$ cat config.mk
export PLATFORM = sky130hd
export DESIGN_NAME = id_ex_operand_stage
export DESIGN_NICKNAME = d
export VERILOG_FILES = /design/src/rtl/riscv_pkg.sv /design/src/rtl/operand_fwd_unit.sv /design/src/rtl/id_ex_operand_stage.sv
export SDC_FILE = /design/constraint.sdc
export NUM_CORES = 1
export LEC_CHECK = 0
export ABC_CLOCK_PERIOD_IN_PS = 3500
export CORE_ASPECT_RATIO = 0.9
export CORE_MARGIN = 2
export CORE_UTILIZATION = 35
export DETAILED_ROUTE_END_ITERATION = 7
export GPL_ROUTABILITY_DRIVEN = 0
export GPL_TIMING_DRIVEN = 0
export PLACE_DENSITY = 0.71
export REMOVE_ABC_BUFFERS = 1
export SLEW_MARGIN = 25
export SYNTH_ARGS = -nofsm -noshare
export SYNTH_HDL_FRONTEND = slang
export SYNTH_HIERARCHICAL = 1
export SYNTH_SLANG_ARGS = --single-unit
export TNS_END_PERCENT = 1
$ cat constraint.sdc
create_clock -name clk -period 3.5 [get_ports clk]
set_input_delay 0.35 -clock clk [delete_from_list [all_inputs] [get_ports clk]]
set_output_delay 0.35 -clock clk [all_outputs]
set_load 0.02 [all_outputs]
$ cat src/rtl/riscv_pkg.sv
// riscv_pkg: shared widths, ALU opcodes and the bubble opcode
package riscv_pkg;
  localparam int XLEN = 32;
  localparam int REG_AW = 5;
  typedef enum logic [3:0] {
    ALU_AND = 4'b0000,
    ALU_OR  = 4'b0001,
    ALU_ADD = 4'b0010,
    ALU_SUB = 4'b0110
  } alu_op_t;
  localparam alu_op_t BUBBLE_OP = ALU_AND;
endpackage

$ cat src/rtl/operand_fwd_unit.sv
// operand_fwd_unit: resolves one source operand from EX, MEM or register-file data
module operand_fwd_unit #(
  parameter int XLEN = 32,
  parameter int REG_AW = 5
) (
  input  logic [REG_AW-1:0] rs_addr,
  input  logic [XLEN-1:0]   rf_data,
  input  logic              ex_valid,
  input  logic              ex_reg_write,
  input  logic [REG_AW-1:0] ex_rd_addr,
  input  logic [XLEN-1:0]   alu_result,
  input  logic              mem_reg_write,
  input  logic [REG_AW-1:0] mem_rd_addr,
  input  logic [XLEN-1:0]   mem_data,
  output logic [XLEN-1:0]   fwd_data
);
  logic ex_hit, mem_hit;
  always_comb begin
    ex_hit = ex_valid && ex_reg_write && ex_rd_addr == rs_addr && rs_addr != '0;
    mem_hit = mem_reg_write && mem_rd_addr == rs_addr && rs_addr != '0;
    fwd_data = ex_hit ? alu_result : mem_hit ? mem_data : rf_data;
  end
endmodule

$ cat src/rtl/id_ex_operand_stage.sv
// id_ex_operand_stage: decode-to-ALU pipeline register with capture-time forwarding
module id_ex_operand_stage #(
  parameter int XLEN = riscv_pkg::XLEN,
  parameter int REG_AW = riscv_pkg::REG_AW
) (
  input  logic              clk,
  input  logic              rst,
  input  logic              stall,
  input  logic              flush,
  input  logic              id_valid,
  input  logic [3:0]        id_alu_op,
  input  logic [REG_AW-1:0] id_rs1_addr,
  input  logic [REG_AW-1:0] id_rs2_addr,
  input  logic [XLEN-1:0]   id_rs1_data,
  input  logic [XLEN-1:0]   id_rs2_data,
  input  logic [XLEN-1:0]   id_imm,
  input  logic              id_alu_src,
  input  logic [REG_AW-1:0] id_rd_addr,
  input  logic              id_reg_write,
  input  logic [XLEN-1:0]   alu_result,
  input  logic              mem_reg_write,
  input  logic [REG_AW-1:0] mem_rd_addr,
  input  logic [XLEN-1:0]   mem_data,
  output logic              ex_valid,
  output logic [3:0]        alu_op,
  output logic [XLEN-1:0]   in_a,
  output logic [XLEN-1:0]   in_b,
  output logic [XLEN-1:0]   ex_store_data,
  output logic [REG_AW-1:0] ex_rd_addr,
  output logic              ex_reg_write
);
  import riscv_pkg::*;
  logic [XLEN-1:0] fwd_rs1, fwd_rs2;
  operand_fwd_unit #(.XLEN(XLEN), .REG_AW(REG_AW)) u_fwd_rs1 (
    .rs_addr(id_rs1_addr), .rf_data(id_rs1_data),
    .ex_valid(ex_valid), .ex_reg_write(ex_reg_write), .ex_rd_addr(ex_rd_addr), .alu_result(alu_result),
    .mem_reg_write(mem_reg_write), .mem_rd_addr(mem_rd_addr), .mem_data(mem_data),
    .fwd_data(fwd_rs1)
  );
  operand_fwd_unit #(.XLEN(XLEN), .REG_AW(REG_AW)) u_fwd_rs2 (
    .rs_addr(id_rs2_addr), .rf_data(id_rs2_data),
    .ex_valid(ex_valid), .ex_reg_write(ex_reg_write), .ex_rd_addr(ex_rd_addr), .alu_result(alu_result),
    .mem_reg_write(mem_reg_write), .mem_rd_addr(mem_rd_addr), .mem_data(mem_data),
    .fwd_data(fwd_rs2)
  );
  // flush and an empty decode slot both insert the same bubble; flush wins over stall
  always_ff @(posedge clk or posedge rst) begin
    if (rst) begin
      ex_valid <= 1'b0;
      alu_op <= BUBBLE_OP;
      in_a <= '0;
      in_b <= '0;
      ex_store_data <= '0;
      ex_rd_addr <= '0;
      ex_reg_write <= 1'b0;
    end else if (flush || (!stall && !id_valid)) begin
      ex_valid <= 1'b0;
      alu_op <= BUBBLE_OP;
      in_a <= '0;
      in_b <= '0;
      ex_store_data <= '0;
      ex_rd_addr <= '0;
      ex_reg_write <= 1'b0;
    end else if (!stall) begin
      ex_valid <= 1'b1;
      alu_op <= id_alu_op;
      in_a <= fwd_rs1;
      in_b <= id_alu_src ? id_imm : fwd_rs2;
      ex_store_data <= fwd_rs2;
      ex_rd_addr <= id_rd_addr;
      ex_reg_write <= id_reg_write;
    end
  end
endmodule
==> summary.txt <==
Here are the numbers from the latest Yosys + OpenROAD run.

The flow ran to the end, and the final reports show no timing, DRC or antenna violations. The most repeated library cell on the critical path is mux2i_1. The count of endpoints failing hold in the final timing report is 0.

The area after detailed placement is 9259 um2. The script parses the final routing iteration and logs DRC violations as 0. The share of synthesized area spent on multiplexers came out at 0.1597. The post-cts repair resize count came out at 0. The layout has 1402 filler cells. Per the slew report, the remaining headroom to the max-slew limit stands at 0.3711. The wire length of the first global-routing pass is 30260 um. The number of global-route vias before repair is 5669. Total global-route track usage over all layers is 0.2093.

The proportion of layout cells with a drive suffix above 1 is 0.07853. According to the CTS report, the clock sink count is 107. The data required time of the worst path is 3.72 ns. The largest total area in the synthesized netlist belongs to dfrtp_1. The floorplan core area is 16830 um2. The most critical hold endpoint after final layout shows a slack of 0.4083 ns. Across the VDD grid, the largest voltage drop is 203.8 uV. The timing report shows that the slowest cell on the worst path is nand4_4.

Once synthesis finished, the tally of register bits stood at 107. Counting the warning lines in the Yosys log gives 6. The simple-gate share of the synthesized area came out at 0.07070. The antenna diode count came out at 0. The total buffers and inverters traversed by the critical path came out at 1. The number of instances in the synthesized netlist is 534. For this run, the leading register cell type out of synthesis is dfrtp_1. The max-cap check violation count is 0. The number of DRC violations after detailed-routing iteration 0 is 253. The chip occupies 18260 um2. The detail-routed via count per cell is 5.301. The final max-slew violation count came out at 0. Of the combinational cells, the family taking the most area is AND-OR/OR-AND gates. The placement report lists the number of port buffers as 298. The cell count in the Yosys report came out at 534. The total number of warnings across the stage logs came out at 25. The H-tree was split into 3 levels.

By area the synthesized netlist is led by dfrtp_1 (44%), mux2i_1 (16%), a22o_1 (11%). The cell area that synthesis handed to floorplanning was 6017 um2. The die boundary width came out at 142.2 um.

Of the synthesized area, sequential elements account for 0.4450. The area growth from synthesis to layout is 58.87%. Summed over all cells, the static leakage comes to 4.436 nW. By instance count after routing, the leading logic cell types are clkdlybuf4s50_1 (297), dfrtp_1 (107), mux2i_1 (96). The number of buffers on the longest clock path came out at 2.

The final HPWL from detailed placement came out at 14340 um. Clock latency on the worst-skew pair, taken at its later pin, is 0.35 ns. On the critical path the largest part of the delay comes from simple AND/OR/NAND/NOR gates. In the setup report, the worst path falls into the class in -> reg.

The number of antenna violations at the first check in global routing is 0. The cts-stage hold buffer count came out at 0. The buffers inserted during post-CTS setup optimization is 0.

The post-synth area from yosys stat came out at 6017 um2. The final number of setup-violating endpoints came out at 0. The setup TNS came out at 0 ns. The design area came out at 9559 um2.

Per the synthesis report, the AND-OR/OR-AND share of the synthesized area is 0.2462. The initial cell density of the core is 0.3574. The cell-mix breakdown from Yosys lists the adder-cell area share as 0. The vertical die dimension reported for this design is 128.4 um.

Max fanout on the critical path was recorded as 32. The post-synthesis xor/xnor area fraction is 0.02287. The post-route clock skew is 0.01080 ns. The ratio of final minimum period to clock period is 0.8382. The kind of end point of the critical path is a register. TritonCTS built the clock tree. The antenna violation net count after detailed routing is 0. The fmax came out at 340.9 MHz. The worst-margin pin slew came out at 0.9415 ns. The report lists the number of standard-cell rows as 45. The top-level port count is 299. The post-CTS clock slew at the launch and capture registers of the worst setup and hold paths came out at 0.08 ns. The synthesized area per cell is 11.27 um2. The final global-route overflow total came out at 0. STA classifies the critical path startpoint as an input pin. The number of CTS-inserted buffers came out at 9. Entering global routing, the biggest net connects 60 pins. The detailed-routing iteration count for the pre-antenna-repair pass is 5. The number of flops mapped to enable cells by yosys came out at 0.

At the end of the flow, the number of nets in the layout was 1002. The final period demand of the worst path is 2.934 ns. The share of the synthesized area in the top cell type came out at 0.4450.

The power density relative to cell area came out at 320.8 nW/um2. The share of async-settable or async-resettable flops after synthesis is 1.000.
==> path summary, 6_finish.rpt <==
kind | cells past startpoint | startpoint | end | slack, ns
worst max register to register | 8 | ex_rd_addr[3]$_DFFE_PP0P_ | in_b[9]$_DFFE_PP0P_ | 0.98
worst min register to register | 1 | in_b[10]$_DFFE_PP0P_ | in_b[10]$_DFFE_PP0P_ | 0.49
max in group asynchronous | 3 | rst | in_a[3]$_DFFE_PP0P_ | 2.44
worst min-delay path | 2 | rst | in_a[28]$_DFFE_PP0P_ | 0.41
worst max-delay path | 8 | mem_rd_addr[2] | in_b[21]$_DFFE_PP0P_ | 0.57
min in group clk | 1 | in_b[10]$_DFFE_PP0P_ | in_b[10]$_DFFE_PP0P_ | 0.49
==> state kept, by name (all words and copies together) (netlist names) <==
name / cells
in_b: 32
alu_op: 4
ex_valid: 1
ex_store_data: 32
in_a: 32
ex_reg_write: 1
ex_rd_addr: 5
==> routing by layer <==
metal | global-route usage | up-vias | routed length, um
met5 | 0 | - | 0
met1 | 0.2587 | 2626 | 7954
met2 | 0.3566 | 232 | 9474
met4 | 0.06471 | 0 | 350
met3 | 0.05955 | 26 | 1551
li1 | - | 2555 | -
==> metrics by stage <==
step	setup slack [ns]	total power, W	std cells
6_report	0.5662	0.003067	1026
5_1_grt	0.4411	0.003202	1026
4_1_cts	0.5666	0.003107	1026
3_5_place_dp	0.1810	0.002048	1010
3_3_place_gp	-4.551	0.002014	997
2_1_floorplan	-1.674	0.001611	488
==> synthesized netlist by cell type (all sizes together), types with 2 or more instances <==
| cell | n |
|---|---|
| mux2i | 96 |
| o2bb2ai | 32 |
| inv | 9 |
| a21oi | 64 |
| a22o | 74 |
| nor3 | 2 |
| clkbuf | 10 |
| buf | 36 |
| nand2 | 4 |
| a2111oi | 2 |
| nor2b | 5 |
| nor4 | 2 |
| a222oi | 2 |
| nand4 | 4 |
| nor2 | 68 |
| dfrtp | 107 |
| xor2 | 12 |
| xnor2 | 2 |
==> layout make-up <==
cell class                 instances  area, um2  area share
multi-input combinational        372       3039      0.3179
sequential                       107       2678      0.2801
clock inverter                     7      75.07    0.007853
inverter                           9      38.79    0.004058
tap                              211      264.0     0.02762
clock buffer                       9      225.2     0.02356
timing repair buffer             311       3239      0.3389
==> power by group <==
part | leakage, nW | switching (W) | internal [W] | total [W]
Sequential | 1.46 | 0.0000345 | 0.00128 | 0.00132
Combinational | 2.83 | 0.000306 | 0.000398 | 0.000703
Clock | 0.150 | 0.000483 | 0.000561 | 0.00104
==> cells by family after synthesis <==
logic type,count (synthesis)
xor gates and xnor gates,14
DFF,107
muxes,96
AOI/OAI and AO/OA,175
buffers and inverters,55
and+or+nand+nor,87
==> worst register-to-register path, cell delays in order, from the launching register on <==
cell and delay (ns):
dfrtp_1 0.52, inv_1 0.07, a222oi_1 0.46, nand4_4 0.48, buf_12 0.35, nor2_1 0.13
a21oi_1 0.06, mux2i_1 0.23, o2bb2ai_4 0.07
**Met3 routing**

Scale: 3 px per um.
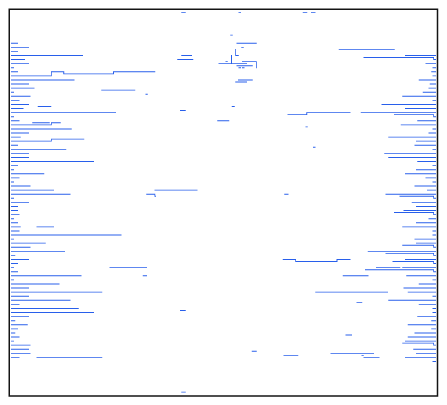
longest straight run: 36.6 um
share of all routed wire: 8.0%
wire length on this layer: 1550 um
nets with wire on the layer: 184
GR Layer Usage met3: 0.05955
via total after detailed routing: 5439
total wire length: 19330 um

**Gate-type map**

Scale: 3 px per um.
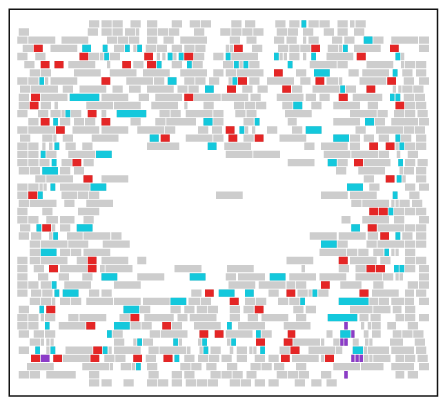
legend:
  aoi and oai cells:
    colour: cyan
    cells: 100
    where: all over the die
  non-inverting ao/oa cells:
    colour: red
    cells: 75
    where: all over the die
  inv cells:
    colour: purple
    cells: 9
    where: lower right
most frequently placed logic cell in the final layout: clkdlybuf4s50_1
non-filler instance count after layout: 1026

**Placement by cell class**

Scale: 3 px per um. Fill, decap, tap and diode cells in grey.
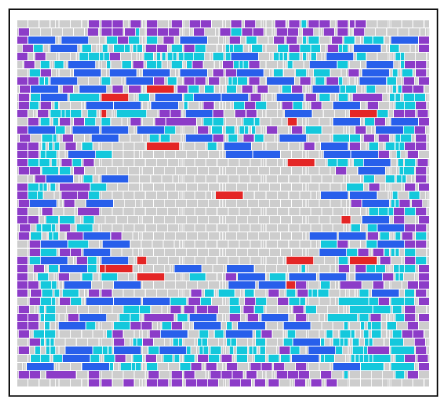
legend:
  registers:
    colour: blue
    cells: 107
    share_of_their_area: 29%
  remaining logic cells:
    colour: cyan
    cells: 381
    share_of_their_area: 33%
  clock drivers and dummy loads:
    colour: red
    cells: 16
    share_of_their_area: 3.2%
  remaining buffers and delay cells:
    colour: purple
    cells: 311
    share_of_their_area: 35%

**Cells by drive strength**

Scale: 3 px per um.
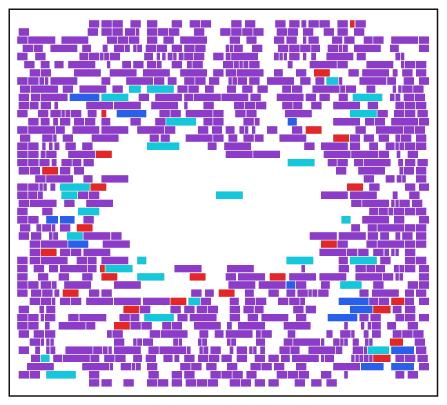
legend:
  x3 and x4:
    colour: blue
    cells: 13
    share: 1.6%
  x2:
    colour: red
    cells: 25
    share: 3.1%
  x6 and larger:
    colour: cyan
    cells: 26
    share: 3.2%
  x1 and smaller:
    colour: purple
    cells: 751
    share: 92%

**Congestion heat map**

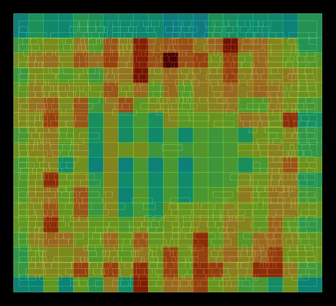
Wirelength per Cell: 18.84 um
fraction of the core area covered by cells at the end of the flow: 0.5678
met2 GRT Util: 0.3566
met1 track demand over resource in global routing: 0.2587
busiest layer in global routing: met2

No activity file was given, so power comes from the tool's default toggle rates.
